--- config.mk ---
export PLATFORM = sky130hd
export DESIGN_NAME = key_decoder_flat
export DESIGN_NICKNAME = d
export VERILOG_FILES = /design/src/rtl/game_pkg.sv /design/src/rtl/key_decoder_if.sv /design/src/rtl/prefix_timer.sv /design/src/rtl/key_decoder.sv /design/src/flat_wrapper.sv
export SDC_FILE = /design/constraint.sdc
export NUM_CORES = 1
export LEC_CHECK = 0
export CAP_MARGIN = 10
export CORE_MARGIN = 4
export CORE_UTILIZATION = 56
export DETAILED_ROUTE_END_ITERATION = 10
export HOLD_SLACK_MARGIN = 0.02
export PLACE_DENSITY = 0.91
export RECOVER_POWER = 100
export SLEW_MARGIN = 20
export SYNTH_ARGS = -nofsm -noshare
export SYNTH_HDL_FRONTEND = slang
export SYNTH_SLANG_ARGS = --single-unit
--- constraint.sdc ---
create_clock -name CLOCK_50 -period 3.39 [get_ports CLOCK_50]
set_input_delay 0.678 -clock CLOCK_50 [delete_from_list [all_inputs] [get_ports CLOCK_50]]
set_output_delay 0.678 -clock CLOCK_50 [all_outputs]
set_load 0.05 [all_outputs]
--- src/rtl/game_pkg.sv ---
// Shared keyboard/game constants: PS/2 set-2 scan codes, key_press encodings,
// held-bitmap bit indices and the scan-byte decode helpers.
package game_pkg;

  localparam int KEY_W  = 4;
  localparam int HELD_W = 5;

  localparam logic [7:0] SC_EXT   = 8'hE0;
  localparam logic [7:0] SC_BRK   = 8'hF0;
  localparam logic [7:0] SC_W     = 8'h1D;
  localparam logic [7:0] SC_S     = 8'h1B;
  localparam logic [7:0] SC_A     = 8'h1C;
  localparam logic [7:0] SC_D     = 8'h23;
  localparam logic [7:0] SC_SPACE = 8'h29;
  localparam logic [7:0] SC_UP    = 8'h75;
  localparam logic [7:0] SC_DOWN  = 8'h72;
  localparam logic [7:0] SC_LEFT  = 8'h6B;
  localparam logic [7:0] SC_RIGHT = 8'h74;

  localparam logic [KEY_W-1:0] KEY_NONE  = 4'd0;
  localparam logic [KEY_W-1:0] KEY_LEFT  = 4'd1;
  localparam logic [KEY_W-1:0] KEY_RIGHT = 4'd2;
  localparam logic [KEY_W-1:0] KEY_DOWN  = 4'd3;
  localparam logic [KEY_W-1:0] KEY_UP    = 4'd4;
  localparam logic [KEY_W-1:0] KEY_FIRE  = 4'd5;

  localparam int HB_UP    = 0;
  localparam int HB_DOWN  = 1;
  localparam int HB_LEFT  = 2;
  localparam int HB_RIGHT = 3;
  localparam int HB_FIRE  = 4;

  typedef struct packed {
    logic              hit;
    logic [HELD_W-1:0] mask;
    logic [2:0]        code;
  } key_dec_t;

  function automatic key_dec_t key_entry(input int bit_idx, input logic [KEY_W-1:0] key);
    key_dec_t d;
    d.hit  = 1'b1;
    d.mask = 5'd1 << bit_idx;
    d.code = key[2:0];
    return d;
  endfunction

  // Extended (E0) and plain codes are separate classes; a code in the wrong class misses.
  function automatic key_dec_t decode_scan(input logic [7:0] sc, input logic ext);
    key_dec_t d;
    d.hit  = 1'b0;
    d.mask = '0;
    d.code = '0;
    if (ext) begin
      case (sc)
        SC_UP:    d = key_entry(HB_UP, KEY_UP);
        SC_DOWN:  d = key_entry(HB_DOWN, KEY_DOWN);
        SC_LEFT:  d = key_entry(HB_LEFT, KEY_LEFT);
        SC_RIGHT: d = key_entry(HB_RIGHT, KEY_RIGHT);
        default:  d.hit = 1'b0;
      endcase
    end else begin
      case (sc)
        SC_W:     d = key_entry(HB_UP, KEY_UP);
        SC_S:     d = key_entry(HB_DOWN, KEY_DOWN);
        SC_A:     d = key_entry(HB_LEFT, KEY_LEFT);
        SC_D:     d = key_entry(HB_RIGHT, KEY_RIGHT);
        SC_SPACE: d = key_entry(HB_FIRE, KEY_FIRE);
        default:  d.hit = 1'b0;
      endcase
    end
    return d;
  endfunction

  function automatic logic [2:0] first_held_code(input logic [HELD_W-1:0] h);
    if (h[HB_UP])    return KEY_UP[2:0];
    if (h[HB_DOWN])  return KEY_DOWN[2:0];
    if (h[HB_LEFT])  return KEY_LEFT[2:0];
    if (h[HB_RIGHT]) return KEY_RIGHT[2:0];
    if (h[HB_FIRE])  return KEY_FIRE[2:0];
    return KEY_NONE[2:0];
  endfunction

endpackage

--- src/rtl/key_decoder_if.sv ---
// PS/2 byte input and decoded key outputs of key_decoder.
interface key_decoder_if;
  import game_pkg::*;

  logic [7:0]        ps2_key_data;
  logic              ps2_key_pressed;
  logic [KEY_W-1:0]  key_press;
  logic [HELD_W-1:0] held;
  logic              key_changed;
  logic              fire;

  modport master (
    output ps2_key_data, ps2_key_pressed,
    input  key_press, held, key_changed, fire
  );

  modport slave (
    input  ps2_key_data, ps2_key_pressed,
    output key_press, held, key_changed, fire
  );
endinterface

--- src/rtl/prefix_timer.sv ---
// Idle timer for a pending prefix: down-counter reloaded by clear, expires at terminal count.
module prefix_timer #(
  parameter int TIMEOUT_CYCLES = 50000
) (
  input  logic CLOCK_50,
  input  logic reset,
  input  logic clear,
  input  logic count_en,
  output logic expired
);
  localparam int CW = (TIMEOUT_CYCLES > 1) ? $clog2(TIMEOUT_CYCLES) : 1;
  localparam logic [CW-1:0] RELOAD = CW'(TIMEOUT_CYCLES - 1);

  logic [CW-1:0] remain;

  // remain == RELOAD - elapsed, so terminal count 0 means TIMEOUT_CYCLES-1 cycles counted
  always_ff @(posedge CLOCK_50) begin
    if (reset || clear)
      remain <= RELOAD;
    else if (count_en && remain != '0)
      remain <= remain - CW'(1);
  end

  assign expired = count_en && (remain == '0);
endmodule

--- src/rtl/key_decoder.sv ---
// PS/2 set-2 game key decoder: prefix parser FSM plus held bitmap / last-made tracking.
// state   | meaning
// IDLE    | no prefix pending
// EXT     | E0 seen
// BRK     | F0 seen
// EXT_BRK | E0 F0 seen
module key_decoder
  import game_pkg::*;
#(
  parameter int TIMEOUT_CYCLES = 50000
) (
  input  logic         CLOCK_50,
  input  logic         reset,
  key_decoder_if.slave kbd
);
  localparam logic [1:0] ST_IDLE    = 2'd0;
  localparam logic [1:0] ST_EXT     = 2'd1;
  localparam logic [1:0] ST_BRK     = 2'd2;
  localparam logic [1:0] ST_EXT_BRK = 2'd3;

  logic [1:0]        state, state_nxt;
  logic [HELD_W-1:0] held_q, held_nxt;
  logic [2:0]        last_q, last_nxt;
  logic              changed_q, fire_q;
  logic              tmr_expired;
  logic              is_ext, is_brk;
  logic              do_make, do_break;
  key_dec_t          dec;

  prefix_timer #(.TIMEOUT_CYCLES(TIMEOUT_CYCLES)) u_prefix_timer (
    .CLOCK_50 (CLOCK_50),
    .reset    (reset),
    .clear    (kbd.ps2_key_pressed),
    .count_en (state != ST_IDLE),
    .expired  (tmr_expired)
  );

  assign is_ext = (state == ST_EXT) || (state == ST_EXT_BRK);
  assign is_brk = (state == ST_BRK) || (state == ST_EXT_BRK);
  assign dec    = decode_scan(kbd.ps2_key_data, is_ext);

  // A strobe always wins over a coincident timeout.
  always_comb begin
    state_nxt = state;
    do_make   = 1'b0;
    do_break  = 1'b0;
    if (kbd.ps2_key_pressed) begin
      if (kbd.ps2_key_data == SC_EXT)
        state_nxt = ST_EXT;
      else if (kbd.ps2_key_data == SC_BRK)
        state_nxt = is_ext ? ST_EXT_BRK : ST_BRK;
      else begin
        state_nxt = ST_IDLE;
        do_make   = dec.hit && !is_brk;
        do_break  = dec.hit && is_brk;
      end
    end else if (tmr_expired) begin
      state_nxt = ST_IDLE;
    end
  end

  always_comb begin
    held_nxt = held_q;
    last_nxt = last_q;
    if (do_make && (held_q & dec.mask) == '0) begin
      held_nxt = held_q | dec.mask;
      last_nxt = dec.code;
    end else if (do_break && (held_q & dec.mask) != '0) begin
      held_nxt = held_q & ~dec.mask;
      if (dec.code == last_q)
        last_nxt = first_held_code(held_nxt);
    end
  end

  always_ff @(posedge CLOCK_50) begin
    if (reset) begin
      state     <= ST_IDLE;
      held_q    <= '0;
      last_q    <= '0;
      changed_q <= 1'b0;
      fire_q    <= 1'b0;
    end else begin
      state     <= state_nxt;
      held_q    <= held_nxt;
      last_q    <= last_nxt;
      changed_q <= (last_nxt != last_q);
      fire_q    <= held_nxt[HB_FIRE] && !held_q[HB_FIRE];
    end
  end

  assign kbd.key_press   = {1'b0, last_q};
  assign kbd.held        = held_q;
  assign kbd.key_changed = changed_q;
  assign kbd.fire        = fire_q;
endmodule

--- src/flat_wrapper.sv ---
// flat-port wrapper written by rule: the top's interface ports become plain ports
module key_decoder_flat import game_pkg::*;
#(
  parameter int TIMEOUT_CYCLES = 50000
)
  (CLOCK_50, reset, kbd_ps2_key_data, kbd_ps2_key_pressed, kbd_key_press, kbd_held, kbd_key_changed, kbd_fire);
  key_decoder_if kbd_i ();
  input  logic CLOCK_50;
  input  logic reset;
  input wire logic [$bits(kbd_i.ps2_key_data)-1:0] kbd_ps2_key_data;
  input wire logic [$bits(kbd_i.ps2_key_pressed)-1:0] kbd_ps2_key_pressed;
  output wire logic [$bits(kbd_i.key_press)-1:0] kbd_key_press;
  output wire logic [$bits(kbd_i.held)-1:0] kbd_held;
  output wire logic [$bits(kbd_i.key_changed)-1:0] kbd_key_changed;
  output wire logic [$bits(kbd_i.fire)-1:0] kbd_fire;
  assign kbd_i.ps2_key_data = kbd_ps2_key_data;
  assign kbd_i.ps2_key_pressed = kbd_ps2_key_pressed;
  assign kbd_key_press = kbd_i.key_press;
  assign kbd_held = kbd_i.held;
  assign kbd_key_changed = kbd_i.key_changed;
  assign kbd_fire = kbd_i.fire;
  key_decoder #(.TIMEOUT_CYCLES(TIMEOUT_CYCLES)) u_core (.CLOCK_50(CLOCK_50), .reset(reset), .kbd(kbd_i));
endmodule
==> run_1/clk_routes.png <==
Bar = 20 um.
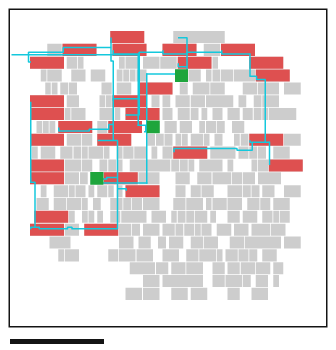
- green: clock drivers (count 3)
- cyan: clock wires (length 339 um)
- red: flip-flops (count 28)
- routed clock nets: 4
P_clk: 0.223 mW
clk ins delay skew pair: 340 ps
skew final: 3.46 ps
clock power share: 36.0%

==> run_1/placement.png <==
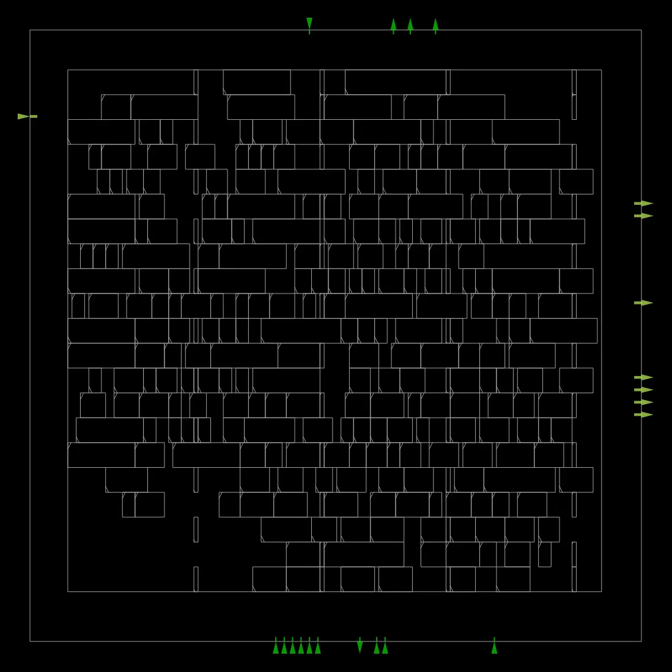
Seq/total area: 24.2%
filler instances: 283
fin util: 69.4%
number of non-filler instances in the completed layout: 307
FP Rows: 21

==> Slide: Implementation Results, run 1 <==
Flow Results at a Glance

Clocking
  • CTS tree: yes
  • Max clock buf depth: 2
  • Root buf cell: clkbuf_4
  • Clk sinks: 28
  • Post-CTS setup buffer count: 0
  • Clk pin slew, worst setup/hold paths: 150 ps
  • CTS Hold Bufs: 0
  • H-tree levels: 1
  • Post_cts resized: 0

Synthesis
  • YS chip area: 0.00194 mm2
  • Top cell type's share of synthesized area: 28.8%
  • Adder share: 0.644%
  • Flops after synth: 28
  • Mapped Cells: 230
  • Floorplan net count: 242
  • Synth area leader: dfxtp_1
  • Distinct lib cells used: 66
  • Fraction of registers with async set/reset: 0%
  • Sequential fraction of the synthesis area: 28.8%
  • Yosys xor share: 7.59%
  • Yosys simple share: 37.4%
  • Largest cells by area after synthesis: dfxtp_1 29%, nand2_1 4.2%, nor2_1 3.9%, xnor2_1 3.6%, xor2_1 3.2%
  • Multiplexer area fraction after synthesis: 2.06%
  • Main logic family: simple AND/OR/NAND/NOR gates
  • Number of enable flip-flop cells: 0
  • Synth Warn #: 0
  • Syn Area/Cell: 8.45 um2
  • Ys cells: 230
  • Dominant flop cell: dfxtp_1
  • Yosys aoi share: 19.1%
  • Cell Area, Synth: 0.00194 mm2

Power
  • Cell Pwr Density: 268 mW/mm2
  • Peak VDD IR: 0.000272 V
  • Leak pwr: 0.856 nW

Floorplan
  • IO Count: 22
  • Die W: 66.9 um
  • Effective utilization at floorplan: 58.3%
  • Die height: 66.9 um
  • Core area: 0.00334 mm2

Min path
  • Tightest Hold Check Type: flip-flop to flip-flop
  • Hold path depth: 2

Detailed routing
  • DR WL/cell: 14.9 um
  • Detail Route Antenna Nets: 0
  • Vias per std cell: 5.86
  • First DRT Iteration DRCs: 131
  • Residual DRC: 0

Cells and area
  • Share of cells above drive strength 1: 16.1%
  • Logic area: 0.00129 mm2
  • Most common logic cells in the final layout: 28 x dfxtp_1, 22 x nand2_1, 20 x nor2_1
  • Most frequent logic cell in the layout: dfxtp_1
  • Number of diodes: 0
  • Final net count: 274

STA
  • Final hold vios: 0
  • Unrepaired setup endpoints after global routing: false
  • Final setup viols: 0
  • Peak Freq: 0.320 GHz
  • Minimum clock period: 3130 ps
  • Hold_ws: 519 ps
  • Worst Max-Slew Pin Slew: 589 ps
  • Slew Limit Fails: 0
  • Relative slew slack: 60.6%

Placed design
  • Number of port buffers: 20
  • # placed instances: 303
  • DP Wirelength: 3520 um

Setup path
  • Req. time, crit path: 3640 ps
  • CP startpoint kind: primary input
  • Kind of capture point of the worst setup path: flip-flop
  • Critical Path Fanout Max: 8
  • Critical path's top delay family: simple AND/OR/NAND/NOR gates
  • Worst-path cell chain: clkdlybuf4s50_1, or4b_1, a211o_1, and2_4, xor2_1, nand2_2, nor3_4, mux2_4, o21a_1
  • Reg-to-Reg Start: u_core.state[0]$_SDFFE_PP0P_
  • FF-to-FF setup slack: 710 ps
  • Worst Path Buf+Inv: 1
  • WS Path Type: primary input to flip-flop
  • Worst EP arrival: 3380 ps
  • R2R depth: 8

Flow run
  • Tool warnings: 26

GRT
  • Antenna violations before repair: 0
  • Largest net degree at the start of global routing: 17
  • Vias in the first global route: 1,725
  • Tot GR Track Use: 21.8%

Run status
  • Outcome: complete, no violations
==> run_1/layer_met3.png <==
Bar = 20 um.
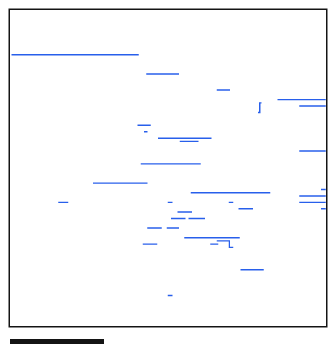
- nets with wire on the layer: 25
- main direction: horizontal
- share of all routed wire: 3.8%
- wire length on this layer: 174 um
WL final: 4570 um
routed vias: 1,800

==> run 1: worst max-delay path by stage <==
stage	start	end	slack [ps]
CTS	kbd_ps2_key_data[5]	u_core.last_q[1]$_SDFF_PP0_	270
floorplan	kbd_ps2_key_data[5]	u_core.last_q[1]$_SDFF_PP0_	660
detailed placement	kbd_ps2_key_data[5]	u_core.last_q[1]$_SDFF_PP0_	-100
global placement	kbd_ps2_key_data[5]	u_core.last_q[1]$_SDFF_PP0_	30
global route	kbd_ps2_key_data[1]	u_core.last_q[0]$_SDFF_PP0_	170
finish	kbd_ps2_key_data[5]	u_core.last_q[1]$_SDFF_PP0_	260
==> run 1: power breakdown <==
part           switching, mW  internal [mW]  total (mW)
Sequential          0.000487          0.330       0.330
Clock                  0.103          0.120       0.223
Combinational         0.0372         0.0300      0.0673
Total                  0.141          0.479       0.621
==> run 1: area by class of cell <==
cell class / instances / area share [%]
inverter: 6 / 0.972
multi-input combinational: 184 / 55.6
clock inverter: 1 / 1.30
sequential: 28 / 24.2
tap: 46 / 2.49
timing repair buffer: 39 / 14.5
clock buffer: 3 / 0.972
==> run 1: metrics by stage <==
stage / power [mW] / setup WS, ps / TNS (ps) / area, um2
2_1_floorplan: 0.374 / 662 / 0 / 1940
3_5_place_dp: 0.404 / -103 / -166 / 2290
3_3_place_gp: 0.403 / 28.2 / 0 / 2290
6_report: 0.621 / 263 / 0 / 2320
4_1_cts: 0.624 / 272 / 0 / 2340
5_1_grt: 0.640 / 168 / 0 / 2320
==> run 1: worst reg2reg max path, cell delays in order (launching register included) <==
cell	delay (ps)
dfxtp_1	440
or4b_1	610
a211o_1	360
and2_4	180
xor2_1	180
nand2_2	110
nor3_4	230
mux2_4	320
o21a_1	160
==> run 1: synthesized netlist by cell type, drive strengths merged (2+ instances only) <==
cell	n
nand2b	8
dfxtp	28
a21oi	13
nor2b	8
nor4b	9
and3	3
a22o	2
o21ai	9
xnor2	9
or4	2
a31oi	2
clkbuf	5
a221oi	2
and2	3
nand2	24
nand3	8
or2	2
buf	7
nor4bb	3
o2bb2ai	2
inv	6
nand4b	4
o21a	3
nor4	2
nor3b	2
nand3b	4
o211ai	2
xor2	7
nor2	20
a211oi	3
nor3	7
mux2	2
==> run 1: registers in the layout, summed over array words and instances, names as in the netlist <==
name / cells
u_core.kbd.fire: 1
u_core.kbd.held: 5
u_core.kbd.key_changed: 1
u_core.last_q: 3
u_core.state: 2
u_core.u_prefix_timer.remain: 16
==> run 1: metal layers <==
metal,wire [um],global-route usage [%]
met5,0,0
met1,1930,25.1
met4,81,6.33
met3,173,3.71
met2,2380,40.7
==> run 1: logic make-up after synthesis <==
kind of cell | count (synthesis)
AND-OR/OR-AND | 49
XOR/XNOR | 16
adder cells (fa/ha/maj) | 1
buffers and inverters | 18
flip-flops | 28
multiplexers | 3
other | 1
AND/OR/NAND/NOR | 114
==> run 2: changes to the inputs <==
Settings changed: CAP_MARGIN 10 to not set, CORE_UTILIZATION 56 to 60, PLACE_DENSITY 0.91 to 0.95.
Clock period 3.39 ns to 4.05 ns, I/O delays scaled along.
==> run_2/wires.png <==
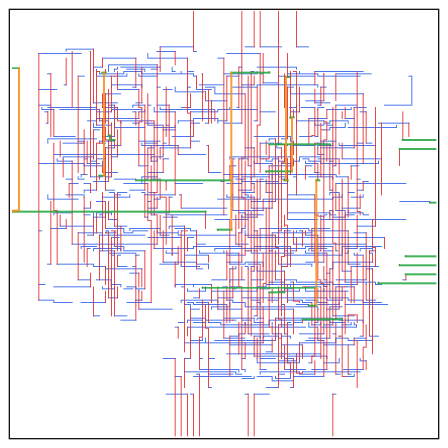
- red: metal 2 (wire length 1,990 um)
- orange: metal 4 (wire length 105 um)
- green: metal 3 (wire length 130 um)
- blue: metal 1 (wire length 1,750 um)
routed vias: 1,701
DR WL/cell: 13.8 um

==> Slide: Implementation Results, run 2 <==
Flow Results at a Glance

Min path
  • Tightest Hold Check Type: flip-flop to flip-flop

Clocking
  • Root buf cell: clkbuf_4
  • CTS tree: yes
  • CTS Hold Bufs: 0
  • H-tree levels: 1
  • Post-CTS setup buffer count: 0
  • Max clock buf depth: 2
  • Post_cts resized: 0
  • Clk pin slew, worst setup/hold paths: 140 ps

Cells and area
  • Filler instances: 244
  • Most common logic cells in the final layout: 28 x dfxtp_1, 22 x nand2_1, 20 x nor2_1
  • Final net count: 257
  • Largest Register: u_core.u_prefix_timer.remain
  • Share of cells above drive strength 1: 10.7%
  • Max reg flops: 16
  • Most frequent logic cell in the layout: dfxtp_1
  • Number of non-filler instances in the completed layout: 288
  • Number of diodes: 0

Synthesis
  • Mapped Cells: 230
  • Cell Area, Synth: 0.00194 mm2
  • Synth Warn #: 0
  • Dominant flop cell: dfxtp_1
  • Floorplan net count: 242
  • Fraction of registers with async set/reset: 0%
  • Distinct lib cells used: 66
  • Largest cells by area after synthesis: dfxtp_1 29%, nand2_1 4.2%, nor2_1 3.9%, xnor2_1 3.6%, xor2_1 3.2%
  • Syn Area/Cell: 8.45 um2
  • Most frequent cells after synthesis: 28 x dfxtp_1, 22 x nand2_1, 20 x nor2_1
  • Flops after synth: 28
  • Number of enable flip-flop cells: 0
  • Synth area leader: dfxtp_1
  • Synth top cell by count: dfxtp_1
  • Sequential fraction of the synthesis area: 28.8%
  • Ys cells: 230

Setup path
  • Kind of capture point of the worst setup path: flip-flop
  • WS Path Type: primary input to flip-flop
  • Worst EP arrival: 3620 ps
  • Critical Path Fanout Max: 14
  • Req. time, crit path: 4300 ps
  • CP startpoint kind: primary input

STA
  • PnR worst setup slack: 683 ps
  • Final setup viols: 0
  • Minimum clock period: 3370 ps
  • Peak Freq: 0.297 GHz
  • Slew Limit Fails: 0
  • Relative slew slack: 49.0%
  • Final setup TNS: 0 ps
  • Worst Max-Slew Pin Slew: 764 ps

Detailed routing
  • First DRT Iteration DRCs: 189
  • Residual DRC: 0
  • WL final: 3970 um
  • Detail Route Antenna Nets: 0
  • Vias per std cell: 5.91

GRT
  • Antenna violations before repair: 0
  • GR Overflow Total: 0
  • Largest net degree at the start of global routing: 25

Placed design
  • # placed instances: 284
  • Number of port buffers: 20
  • Dpl ws: 415 ps
  • DP Wirelength: 3050 um

Floorplan
  • Die W: 64.9 um
  • IO Count: 22
  • Effective utilization at floorplan: 63.2%
  • Core area: 0.00308 mm2
  • FP Rows: 20
  • Die height: 64.9 um

Power
  • Peak VDD IR: 0.000200 V
  • Leak pwr: 0.770 nW
  • Cell Pwr Density: 211 mW/mm2

Flow run
  • Tool warnings: 26

Run status
  • Outcome: complete, no violations
==> run_2/clk_routes.png <==
Bar = 20 um.
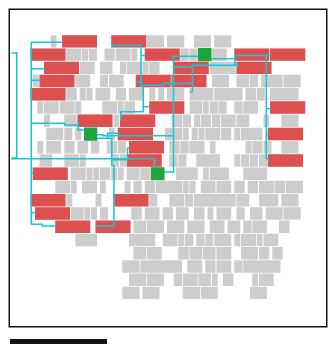
- red: flip-flops (count 28)
- cyan: clock wires (length 309 um)
- green: clock drivers (count 3)
- routed clock nets: 4
clock power share: 29.3%
P_clk: 0.134 mW
skew final: 6.23 ps
clk ins delay skew pair: 330 ps

-- run 2: netlist changes by cell type in the layout (fill, tap and decap cells not counted), sizes merged --
cell and change:
clkdlybuf4s50 -1, buf -16, bufinv -1, dlygate4sd3 +1
-- run 2: layout make-up --
type,instances,area [um2],area share (%)
Tap cell,44,55.1,2.53
Timing Repair Buffer,22,211,9.73
Inverter,6,22.5,1.04
Clock buffer,4,36.3,1.67
Multi-Input combinational cell,184,1290,59.2
Sequential cell,28,561,25.8
-- run 2: cells by family (layout without fill, tap and decap cells) --
family,after synthesis,after routing,synth area share (%)
buffers and inverters,18,32,4.18
adders and majority gates,1,1,0.643
AOI/OAI and AO/OA,49,49,19.1
other,1,1,0.193
DFF,28,28,28.8
xor gates and xnor gates,16,16,7.59
muxes,3,3,2.06
and+or+nand+nor,114,114,37.4
-- run 2: worst max-delay path: stages --
cell and delay (ps):
dlygate4sd3_1 800, or4b_1 510, a211o_1 350, and2_4 170, xor2_1 150, nand2_2 120
nor3_4 230, mux2_4 320, o21a_1 160
-- run 2: per-layer routing --
| metal | share of wire [%] | GRT usage, % | vias up |
|---|---|---|---|
| met1 | 44 | 25.5 | 796 |
| li1 | - | - | 862 |
| met2 | 50 | 36.1 | 30 |
| met3 | 3.2 | 4.51 | 13 |
| met5 | 0 | 0 | - |
| met4 | 2.6 | 9.76 | 0 |
-- run 2: metrics by stage --
| stage | total power, mW | hold slack (ps) | util (%) | instance area [um2] |
|---|---|---|---|---|
| 2_1_floorplan | 0.313 | 461 | - | 1940 |
| 3_3_place_gp | 0.330 | 481 | 70.0 | 2160 |
| 3_5_place_dp | 0.331 | 491 | 70.0 | 2160 |
| 4_1_cts | 0.465 | 511 | 71.2 | 2190 |
| 5_1_grt | 0.482 | 543 | 70.6 | 2170 |
| 6_report | 0.459 | 508 | 70.6 | 2170 |
-- run 2: final timing paths --
path / start / end / slack [ps] / cells past startpoint
min reg2reg: u_core.u_prefix_timer.remain[3]$_SDFFE_PP1P_ / u_core.u_prefix_timer.remain[3]$_SDFFE_PP1P_ / 510 / 2
min: u_core.u_prefix_timer.remain[3]$_SDFFE_PP1P_ / u_core.u_prefix_timer.remain[3]$_SDFFE_PP1P_ / 510 / 2
max: kbd_ps2_key_data[3] / u_core.last_q[1]$_SDFF_PP0_ / 680 / 9
max reg2reg: u_core.state[0]$_SDFFE_PP0P_ / u_core.last_q[0]$_SDFF_PP0_ / 1110 / 8
-- run 2: report_power, final --
part           switching (mW)  total [mW]  internal (mW)  leakage, nW
clock                  0.0791       0.134         0.0552       0.0210
sequential           0.000433       0.276          0.276        0.226
combinational          0.0288      0.0481         0.0193        0.523
==> run 3: changes to the inputs <==
Settings changed: CORE_UTILIZATION 60 to 51, PLACE_DENSITY 0.95 to 0.87.
Clock period 4.05 ns to 2.87 ns, I/O delays scaled along.
==> run_3/placement.png <==
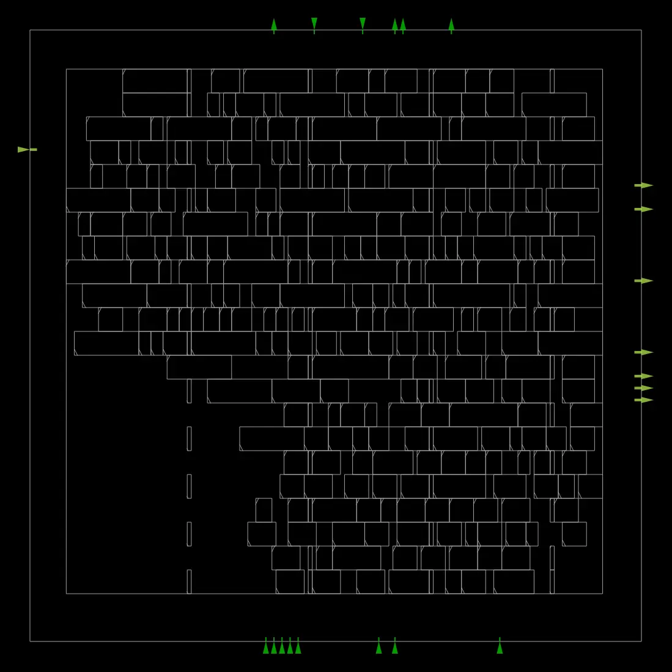
FP Rows: 22
filler instances: 281
fin util: 68.5%
registers: 28
tap cell count: 48

==> Slide: Implementation Results, run 3 <==
Flow Results at a Glance

STA
  • Peak Freq: 0.360 GHz
  • Slew Limit Fails: 0
  • Final setup viols: 0
  • Worst Max-Slew Pin Slew: 586 ps
  • Hold_ws: 500 ps
  • Relative slew slack: 60.8%
  • Unrepaired setup endpoints after global routing: false

Cells and area
  • Logic area: 0.00131 mm2
  • Most common logic cells in the final layout: 37 x buf_4, 28 x dfxtp_1, 22 x nand2_1
  • Most frequent logic cell in the layout: buf_4
  • Number of diodes: 0
  • Share of cells above drive strength 1: 24.1%
  • Design area: 0.00251 mm2
  • Final net count: 296
  • Register area: 561 um2
  • Number of non-filler instances in the completed layout: 330
  • Largest Register: u_core.u_prefix_timer.remain

Synthesis
  • Synth top cell by count: dfxtp_1
  • Mapped Cells: 230
  • Sequential fraction of the synthesis area: 28.8%
  • Cell Area, Synth: 0.00194 mm2
  • Adder share: 0.644%
  • Fraction of registers with async set/reset: 0%
  • Multiplexer area fraction after synthesis: 2.06%
  • Yosys simple share: 37.4%
  • Synth area leader: dfxtp_1
  • Dominant flop cell: dfxtp_1
  • Largest cells by area after synthesis: dfxtp_1 29%, nand2_1 4.2%, nor2_1 3.9%, xnor2_1 3.6%, xor2_1 3.2%
  • Syn Area/Cell: 8.45 um2
  • Top cell type's share of synthesized area: 28.8%
  • Yosys xor share: 7.59%
  • Most frequent cells after synthesis: 28 x dfxtp_1, 22 x nand2_1, 20 x nor2_1
  • Main logic family: simple AND/OR/NAND/NOR gates
  • Synth Warn #: 0
  • Yosys aoi share: 19.1%
  • Flops after synth: 28
  • Ys cells: 230

GRT
  • Largest net degree at the start of global routing: 17
  • Vias in the first global route: 1,802
  • Antenna violations before repair: 0

Clocking
  • Clk pin slew, worst setup/hold paths: 90 ps
  • Max clock buf depth: 2
  • CTS Hold Bufs: 0
  • CTS tree: yes
  • H-tree levels: 1
  • Clk sinks: 28
  • Root buf cell: clkbuf_8

Setup path
  • Worst reg2reg endpoint: u_core.last_q[1]$_SDFF_PP0_
  • Reg-to-Reg Start: u_core.state[0]$_SDFFE_PP0P_
  • Kind of capture point of the worst setup path: flip-flop
  • CP peak stage delay: 550 ps
  • R2R depth: 8
  • Critical Path Fanout Max: 8
  • Worst Path Buf+Inv: 1
  • Worst-path cell chain: dlygate4sd2_1, or4b_4, a211o_1, and2_4, xor2_1, nand2_2, nor3_4, mux2_4, o21a_1
  • WS Path Type: primary input to flip-flop
  • CP max stage cell: or4b_4
  • Req. time, crit path: 3050 ps
  • CP startpoint kind: primary input

Detailed routing
  • Residual DRC: 0
  • Detail Route Antenna Nets: 0
  • Routed vias: 1,872
  • First DRT Iteration DRCs: 148
  • Vias per std cell: 5.67
  • WL final: 4670 um
  • DR WL/cell: 14.1 um

Power
  • Cell Pwr Density: 275 mW/mm2
  • Power, Total: 0.689 mW
  • Peak VDD IR: 0.000187 V

Floorplan
  • IO Count: 22
  • Die W: 69.7 um
  • Effective utilization at floorplan: 53.1%
  • Die height: 69.7 um

Min path
  • Tightest Hold Check Type: flip-flop to flip-flop
  • Worst hold start: u_core.u_prefix_timer.remain[0]$_SDFFE_PP1P_
  • Hold EP: u_core.u_prefix_timer.remain[0]$_SDFFE_PP1P_

Placed design
  • Dpl ws: -454 ps
  • DP Wirelength: 3520 um
  • Placement Cell Area: 0.00244 mm2
  • # placed instances: 323

Run status
  • Outcome: complete, no violations
==> run_3/clk_routes.png <==
Bar = 20 um.
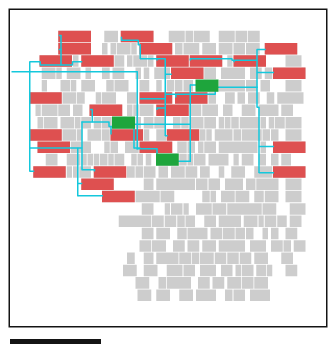
- red: flip-flops (count 28)
- cyan: clock wires (length 320 um)
- green: clock drivers (count 3)
- routed clock nets: 4
skew final: 5.01 ps
P_clk: 0.209 mW
clock power share: 30.4%
clk ins delay skew pair: 270 ps

## run 3: cell type report
class / instances / area share [%]
Timing Repair Buffer: 61 / 20.4
Sequential cell: 28 / 22.4
Multi-Input combinational cell: 184 / 52.3
Clock buffer: 3 / 1.65
Tap cell: 48 / 2.40
Inverter: 6 / 0.899
## run 3: tightest hold or removal path: stages, from the launching register on
cell	delay [ps]
dfxtp_1	330
nand2_1	60
nand3_1	60
## run 3: how the worst max path moves through the flow
stage / end / slack [ps] / cells after the start
after floorplan: u_core.last_q[1]$_SDFF_PP0_ / 250 / 8
after global placement: u_core.last_q[1]$_SDFF_PP0_ / -400 / 9
after detailed placement: u_core.last_q[1]$_SDFF_PP0_ / -450 / 9
after CTS: u_core.kbd.fire$_SDFF_PP0_ / 4 / 11
after global routing: u_core.last_q[1]$_SDFF_PP0_ / 3 / 10
final: u_core.last_q[1]$_SDFF_PP0_ / 90 / 9
## run 3: repair_timing
item / CTS / global route
endpoints found under the hold margin: 0 / 0
endpoints found under the setup margin: 10 / 10
buffers inserted: 1 / 3
pin swaps: 3 / 3
resized: 9 / 8
## run 3: cell families (layout without fill, tap and decap cells)
family | after synthesis | in the layout
AOI/OAI and AO/OA | 49 | 49
xor gates and xnor gates | 16 | 16
adders and majority gates | 1 | 1
buffers and inverters | 18 | 70
DFF | 28 | 28
muxes | 3 | 3
other | 1 | 1
and+or+nand+nor | 114 | 114
## run 3: per-layer routing
| layer | track usage (%) | wire [um] | vias up |
|---|---|---|---|
| met5 | 0 | 0 | - |
| met4 | 5.96 | 71 | 0 |
| met3 | 3.48 | 148 | 6 |
| met2 | 35.3 | 2400 | 32 |
| met1 | 22.0 | 2050 | 898 |
| li1 | - | - | 936 |
## run 3: report_power, final
group / leakage [nW] / switching [mW] / internal (mW)
Clock: 0.0216 / 0.115 / 0.0942
Sequential: 0.226 / 0.000525 / 0.388
Combinational: 0.749 / 0.0469 / 0.0435
Power is estimated from default activity; no workload was simulated.
